### Routing congestion, run 1

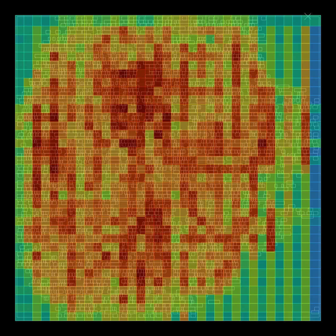
### Layout detail, run 1

Window x 107 to 137, y 155 to 185 µm. Cells in gray, sequential cells in the stronger gray; small squares are vias.
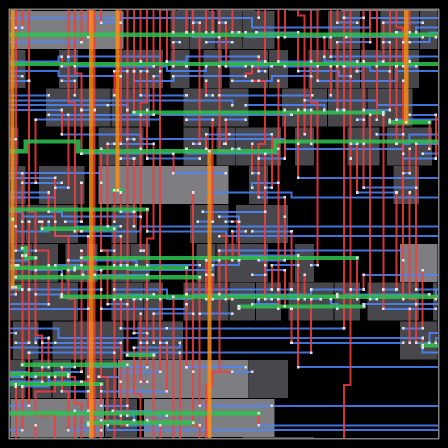
### Signal wires on met1, run 1

Scale: 1.5 px per µm. Supply wires on this layer in gray.
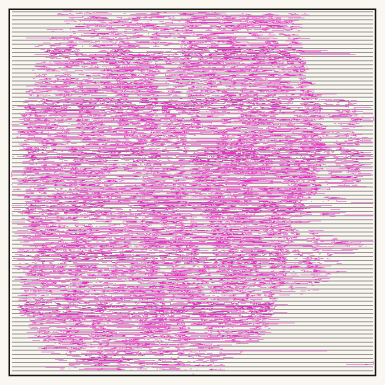
[src/rtl/ysyx_201979054_muldiv_pkg.sv]
// ============================================================================
// Module   : ysyx_201979054_muldiv_pkg
// Purpose  : Shared definitions for the multi-cycle mul/div sequencer:
//            ALU control codes for the M-extension ops it owns (also used by
//            the ALU decoder), the sequencer state type and op-class helpers.
// Ports    : none (package)
// Revision : 1.0 - initial release
// ============================================================================
`default_nettype none

package ysyx_201979054_muldiv_pkg;

  localparam logic [4:0] ALU_DIVW  = 5'b10011;
  localparam logic [4:0] ALU_MULW  = 5'b10100;
  localparam logic [4:0] ALU_DIVU  = 5'b10101;
  localparam logic [4:0] ALU_DIVUW = 5'b10110;
  localparam logic [4:0] ALU_REMU  = 5'b10111;
  localparam logic [4:0] ALU_REMUW = 5'b11000;
  localparam logic [4:0] ALU_REMW  = 5'b11001;

  typedef enum logic [1:0] {
    IDLE = 2'd0,
    CALC = 2'd1,
    FIX  = 2'd2,
    DONE = 2'd3
  } t_muldiv_state;

  function automatic logic op_valid(input logic [4:0] op);
    case (op)
      ALU_DIVW, ALU_MULW, ALU_DIVU, ALU_DIVUW,
      ALU_REMU, ALU_REMUW, ALU_REMW: return 1'b1;
      default:                       return 1'b0;
    endcase
  endfunction

  // W ops iterate WLEN times and sign-extend their result from bit WLEN-1.
  function automatic logic op_is_w(input logic [4:0] op);
    case (op)
      ALU_DIVW, ALU_MULW, ALU_DIVUW, ALU_REMUW, ALU_REMW: return 1'b1;
      default:                                            return 1'b0;
    endcase
  endfunction

  function automatic logic op_is_signed(input logic [4:0] op);
    return (op == ALU_DIVW) || (op == ALU_REMW);
  endfunction

  function automatic logic op_is_rem(input logic [4:0] op);
    return (op == ALU_REMU) || (op == ALU_REMUW) || (op == ALU_REMW);
  endfunction

  function automatic logic op_is_mul(input logic [4:0] op);
    return (op == ALU_MULW);
  endfunction

endpackage

`default_nettype wire

[src/rtl/ysyx_201979054_div_step.sv]
// ============================================================================
// Module   : ysyx_201979054_div_step
// Purpose  : One combinational restoring-division iteration. The next
//            dividend bit is taken from the MSB of the quotient register,
//            shifted into the partial remainder, and the divisor is
//            subtracted when it fits; the fit decision becomes the new
//            quotient LSB.
// Ports    : rem_in  [XLEN] partial remainder before the step
//            q_in    [XLEN] quotient/dividend shift register before the step
//            divisor [XLEN] divisor magnitude
//            rem_out [XLEN] partial remainder after the step
//            q_out   [XLEN] quotient shift register after the step
// Revision : 1.0 - initial release
// ============================================================================
`default_nettype none

module ysyx_201979054_div_step #(
  parameter int XLEN = 64
) (
  input  logic [XLEN-1:0] rem_in,
  input  logic [XLEN-1:0] q_in,
  input  logic [XLEN-1:0] divisor,
  output logic [XLEN-1:0] rem_out,
  output logic [XLEN-1:0] q_out
);

  // One extra bit: the shifted remainder can exceed XLEN bits when the
  // divisor is larger than 2^(XLEN-1).
  logic [XLEN:0] shifted;
  logic          fits;

  always_comb begin
    shifted = {rem_in, q_in[XLEN-1]};
    fits    = (shifted >= {1'b0, divisor});
    rem_out = fits ? (shifted[XLEN-1:0] - divisor) : shifted[XLEN-1:0];
    q_out   = {q_in[XLEN-2:0], fits};
  end

endmodule

`default_nettype wire

[src/rtl/ysyx_201979054_muldiv_sequencer.sv]
// ============================================================================
// Module   : ysyx_201979054_muldiv_sequencer
// Purpose  : Multi-cycle sequencer for MULW, DIVW, DIVU, DIVUW, REMU, REMUW
//            and REMW. Iterative shift-add multiplier and restoring divider,
//            one bit per cycle. IDLE -> CALC (N cycles) -> FIX -> DONE.
// Ports    : i_clk, i_arstn (async, active-low)
//            i_start, i_op[4:0], i_src_a[XLEN], i_src_b[XLEN], i_flush
//            o_ready (IDLE only), o_done (1-cycle pulse), o_result[XLEN],
//            o_illegal (1-cycle pulse for an unknown op)
// Config   : MULDIV_FAST_DIV0_EN - when defined, a divide/remainder with a
//            zero divisor skips the iterations and completes 1 cycle after
//            start. Undefined: the full iteration path produces the same
//            result.
// Revision : 1.0 - initial release
// ============================================================================
`default_nettype none

module ysyx_201979054_muldiv_sequencer
  import ysyx_201979054_muldiv_pkg::*;
#(
  parameter int XLEN = 64,
  parameter int WLEN = 32
) (
  input  logic            i_clk,
  input  logic            i_arstn,
  input  logic            i_start,
  input  logic [4:0]      i_op,
  input  logic [XLEN-1:0] i_src_a,
  input  logic [XLEN-1:0] i_src_b,
  input  logic            i_flush,
  output logic            o_ready,
  output logic            o_done,
  output logic [XLEN-1:0] o_result,
  output logic            o_illegal
);

  localparam int CW = $clog2(XLEN);
  localparam int PW = XLEN - WLEN;

  t_muldiv_state state, state_nxt;

  logic [CW-1:0]   cnt;
  logic [XLEN-1:0] rem;     // remainder, or product accumulator for MULW
  logic [XLEN-1:0] quo;     // dividend/quotient shift register, or multiplier
  logic [XLEN-1:0] dvs;     // divisor magnitude, or shifting multiplicand
  logic [XLEN-1:0] result;
  logic            w_op, mul_op, rem_op, neg_q, neg_r, illegal;

  logic            accept, bad_op, div0_fast;
  logic            in_w, in_signed, in_mul, b_zero;
  logic [WLEN-1:0] a_w, b_w, a_mag, b_mag;
  logic [XLEN-1:0] fast_result, fix_val, fix_ext, step_rem, step_q;

  // Request decode
  always_comb begin
    in_w      = op_is_w(i_op);
    in_signed = op_is_signed(i_op);
    in_mul    = op_is_mul(i_op);
    a_w       = i_src_a[WLEN-1:0];
    b_w       = i_src_b[WLEN-1:0];
    a_mag     = (in_signed && a_w[WLEN-1]) ? -a_w : a_w;
    b_mag     = (in_signed && b_w[WLEN-1]) ? -b_w : b_w;
    b_zero    = in_w ? (b_w == '0) : (i_src_b == '0);
    // Divide-by-zero answer: quotient all ones, remainder = dividend
    if (op_is_rem(i_op))
      fast_result = in_w ? {{PW{a_w[WLEN-1]}}, a_w} : i_src_a;
    else
      fast_result = '1;
  end

`ifdef MULDIV_FAST_DIV0_EN
  assign div0_fast = !in_mul && b_zero;
`else
  assign div0_fast = 1'b0;
`endif

  ysyx_201979054_div_step #(.XLEN(XLEN)) u_div_step (
    .rem_in  (rem),
    .q_in    (quo),
    .divisor (dvs),
    .rem_out (step_rem),
    .q_out   (step_q)
  );

  // Sign fix-up and W sign extension
  always_comb begin
    if (mul_op)
      fix_val = rem;
    else if (rem_op)
      fix_val = neg_r ? -rem : rem;
    else
      fix_val = neg_q ? -quo : quo;
    fix_ext = w_op ? {{PW{fix_val[WLEN-1]}}, fix_val[WLEN-1:0]} : fix_val;
  end

  always_ff @(posedge i_clk or negedge i_arstn) begin
    if (!i_arstn) state <= IDLE;
    else          state <= state_nxt;
  end

  always_comb begin
    state_nxt = state;
    accept    = 1'b0;
    bad_op    = 1'b0;
    case (state)
      IDLE: begin
        if (i_start && !i_flush) begin
          if (op_valid(i_op)) begin
            accept    = 1'b1;
            state_nxt = div0_fast ? DONE : CALC;
          end else begin
            bad_op = 1'b1;
          end
        end
      end
      CALC: begin
        if (i_flush)          state_nxt = IDLE;
        else if (cnt == '0)   state_nxt = FIX;
      end
      FIX:     state_nxt = i_flush ? IDLE : DONE;
      DONE:    state_nxt = IDLE;
      default: state_nxt = IDLE;
    endcase
    o_ready = (state == IDLE);
    // A flush in DONE still suppresses the completion pulse.
    o_done  = (state == DONE) && !i_flush;
  end

  always_ff @(posedge i_clk or negedge i_arstn) begin
    if (!i_arstn) begin
      cnt     <= '0;
      rem     <= '0;
      quo     <= '0;
      dvs     <= '0;
      result  <= '0;
      w_op    <= 1'b0;
      mul_op  <= 1'b0;
      rem_op  <= 1'b0;
      neg_q   <= 1'b0;
      neg_r   <= 1'b0;
      illegal <= 1'b0;
    end else begin
      illegal <= bad_op;
      case (state)
        IDLE: begin
          if (accept) begin
            w_op   <= in_w;
            mul_op <= in_mul;
            rem_op <= op_is_rem(i_op);
            neg_q  <= in_signed && (a_w[WLEN-1] ^ b_w[WLEN-1]) && !b_zero;
            neg_r  <= in_signed && a_w[WLEN-1];
            cnt    <= in_w ? CW'(WLEN - 1) : CW'(XLEN - 1);
            rem    <= '0;
            if (in_mul) begin
              quo <= {{PW{1'b0}}, b_w};
              dvs <= {{PW{1'b0}}, a_w};
            end else if (in_w) begin
              // W dividend sits in the top half so every op feeds the
              // divide step from the same MSB position.
              quo <= {a_mag, {PW{1'b0}}};
              dvs <= {{PW{1'b0}}, b_mag};
            end else begin
              quo <= i_src_a;
              dvs <= i_src_b;
            end
            if (div0_fast) result <= fast_result;
          end
        end
        CALC: begin
          if (!i_flush) begin
            if (mul_op) begin
              rem <= rem + (quo[0] ? dvs : '0);
              dvs <= {dvs[XLEN-2:0], 1'b0};
              quo <= {1'b0, quo[XLEN-1:1]};
            end else begin
              rem <= step_rem;
              quo <= step_q;
            end
            cnt <= cnt - CW'(1);
          end
        end
        FIX: begin
          if (!i_flush) result <= fix_ext;
        end
        default: ;
      endcase
    end
  end

  assign o_result  = result;
  assign o_illegal = illegal;

endmodule

`default_nettype wire

[config.mk]
export PLATFORM = sky130hd
export DESIGN_NAME = ysyx_201979054_muldiv_sequencer
export DESIGN_NICKNAME = d
export VERILOG_FILES = /design/src/rtl/ysyx_201979054_muldiv_pkg.sv /design/src/rtl/ysyx_201979054_div_step.sv /design/src/rtl/ysyx_201979054_muldiv_sequencer.sv
export SDC_FILE = /design/constraint.sdc
export NUM_CORES = 1
export LEC_CHECK = 0
export ABC_AREA = 0
export ABC_CLOCK_PERIOD_IN_PS = 6400
export CAP_MARGIN = 30
export CORE_MARGIN = 1
export CORE_UTILIZATION = 46
export CTS_BUF_LIST = sky130_fd_sc_hd__clkbuf_8
export DETAILED_ROUTE_END_ITERATION = 7
export GPL_ROUTABILITY_DRIVEN = 0
export PLACE_DENSITY_LB_ADDON = 0.25
export REMOVE_ABC_BUFFERS = 1
export SLEW_MARGIN = 20
export SYNTH_ARGS = -nofsm -noshare
export SYNTH_HDL_FRONTEND = slang
export SYNTH_SLANG_ARGS = --single-unit
[constraint.sdc]
create_clock -name i_clk -period 6.4 [get_ports i_clk]
set_clock_uncertainty 0.15 [all_clocks]
set_input_delay 0.64 -clock i_clk [delete_from_list [all_inputs] [get_ports i_clk]]
set_output_delay 0.64 -clock i_clk [all_outputs]
set_load 0.02 [all_outputs]
==> impl_metrics.toml, run 1 <==
# generated from flow reports
[layout]
nets = 3933
logic_area_um2 = 18600
num-fill-cells = 5594
nClkBuffers = 61

[place]
place_hpwl_um = 75100
preCtsSetupSlack_ns = 1.34

[critical_path]
r2r_end = "rem[60]"
cp_num_buf_inv = 1

[status]
outcome = "finished, violations left"
violations = "DRC"

[global_routing]
grt_pass1_vias = 26300

[floorplanning]
die_w_um = 243
tap_cells = 765

[clock_network]
clk_latency_ns = 0.69

[pwr]
p_total_mw = 12.6

[synthesis]
synth_cells = 3622
synth_top_cell_by_area = "dfrtp_1"
synth_area_per_cell_um2 = 7.39
synthMostInstantiatedCell = "a21oi_1"

[route]
drc = 1
dr.pass1.iters = 8

[hold_path]
min_to = "o_result[13]"
Notes on 'Routing congestion' above:
final core occ: 0.529
GRT Util Overall: 0.333
drt wl/cell: 22.7 µm

Notes on 'Layout detail' above:
color	layer
orange	metal 4
blue	metal 1
red	metal 2
green	metal 3
cells with their middle in the window	70
most frequent	nor2_1 (10), a21oi_1 (7)
netlist names of flops here include	rem (5)
sequential cells in the window	5

Notes on 'Signal wires on met1' above:
longest straight run	107 µm
nets with wire on the layer	3668
wire length on this layer	42.7 mm
main direction	horizontal
share of all routed wire	42%
WL final: 101000 µm
Via Count: 29000
GRT met1 Usage: 0.466

## run 1: per-layer routing
| layer | vias to the layer above | track usage | share of wire |
|---|---|---|---|
| met4 | 0 | 0.133 | 0.040 |
| met2 | 1661 | 0.506 | 0.43 |
| li1 | 13400 | - | - |
| met1 | 13700 | 0.466 | 0.42 |
| met3 | 221 | 0.0558 | 0.11 |
| met5 | - | 0 | 0 |
## run 1: cell families after synthesis
| logic type | after synthesis | share of synthesized area |
|---|---|---|
| compound gates | 1351 | 0.318 |
| xor+xnor | 230 | 0.0753 |
| fa+ha+maj | 135 | 0.0637 |
| buf+inv | 383 | 0.0538 |
| flops | 270 | 0.252 |
| mux | 81 | 0.0305 |
| simple gates | 1172 | 0.206 |
### Metal layers overlaid, run 1

Scale: 1.5 px per µm. Only two layers are drawn.
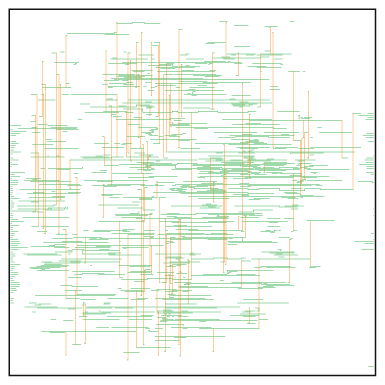

==> inputs of run 2 (changes only) <==
ABC_CLOCK_PERIOD_IN_PS = 4350   (was 6400)
clock period = 4.35 ns   (was 6.4 ns; I/O delays follow)
### Metal layers overlaid, run 2

Scale: 1.5 px per µm. Only two layers are drawn.
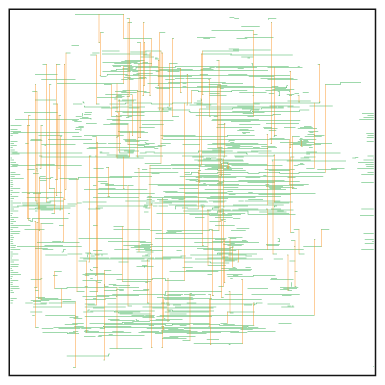
color	layer	wire length
orange	metal 4	5160 µm
green	metal 3	11600 µm
WL final: 106000 µm
Via Count: 30000
GRT Util Overall: 0.350
drt wl/cell: 22.6 µm

==> impl_metrics.toml, run 2 <==
# generated from flow reports
[synthesis]
xor_share = 0.0753
fa_ha_area_frac = 0.0637
synth_cells = 3622
mux_area_frac = 0.0305
aoi_share = 0.318
synth_area_per_cell_um2 = 7.39
synthMostInstantiatedCell = "a21oi_1"
simple_gate_area_frac = 0.206
synth_top_cell_by_area = "dfrtp_1"

[layout]
nets = 4169
lay_top_count = "a21oi_1"
area.growth.synth_to_final_pct = 21.2
finish.utilization = 0.563

[global_routing]
grt_use_met3 = 0.0648
grt-busiest-layer = "met2"
gr-usage-met1 = 0.491
grt_max_degree = 129
use_met2 = 0.519

[route]
dr.pass1.iters = 8
highest_layer = "met4"
wl_met2_um = 44600
dr_wl_met3_um = 11600
drc = 2

[critical_path]
cp_num_buf_inv = 0
r2r_end = "o_result[63]"
cp_max_fo = 5

[place]
place_hpwl_um = 80200
preCtsSetupSlack_ns = -0.338

[floorplanning]
die_w_um = 243

[status]
outcome = "finished, violations left"
violations = "DRC"

[pwr]
ir_drop_mv = 0.265

[clock_network]
clk_latency_ns = 0.69

[hold_path]
hp-class = "in2async"
## run 2: area by class of cell
| cell class | count | area [µm²] |
|---|---|---|
| Fill cell | 5468 | 25200 |
| Multi-Input combinational cell | 2969 | 18800 |
| Sequential cell | 270 | 6770 |
| Timing Repair Buffer | 487 | 4340 |
| Tap cell | 765 | 957 |
| Clock buffer | 65 | 895 |
| Inverter | 119 | 449 |
| Clock inverter | 25 | 220 |
| Antenna cell | 2 | 5.00 |
## run 2: timing repair
action | 4_1_cts | 5_1_grt
gates resized | 5 | 32
hold buffers | 1 | 0
setup buffers | 0 | 5
pin swaps | 0 | 4
endpoints found under the setup margin | 7 | 36
endpoints found under the hold margin | 75 | 0
## run 2: power breakdown
part	leakage [nW]	internal [mW]	switching [mW]
clock network	0.620	1.58	1.26
logic	10.0	5.26	7.41
registers	3.30	3.27	1.13
Power and IR drop assume default switching activity.
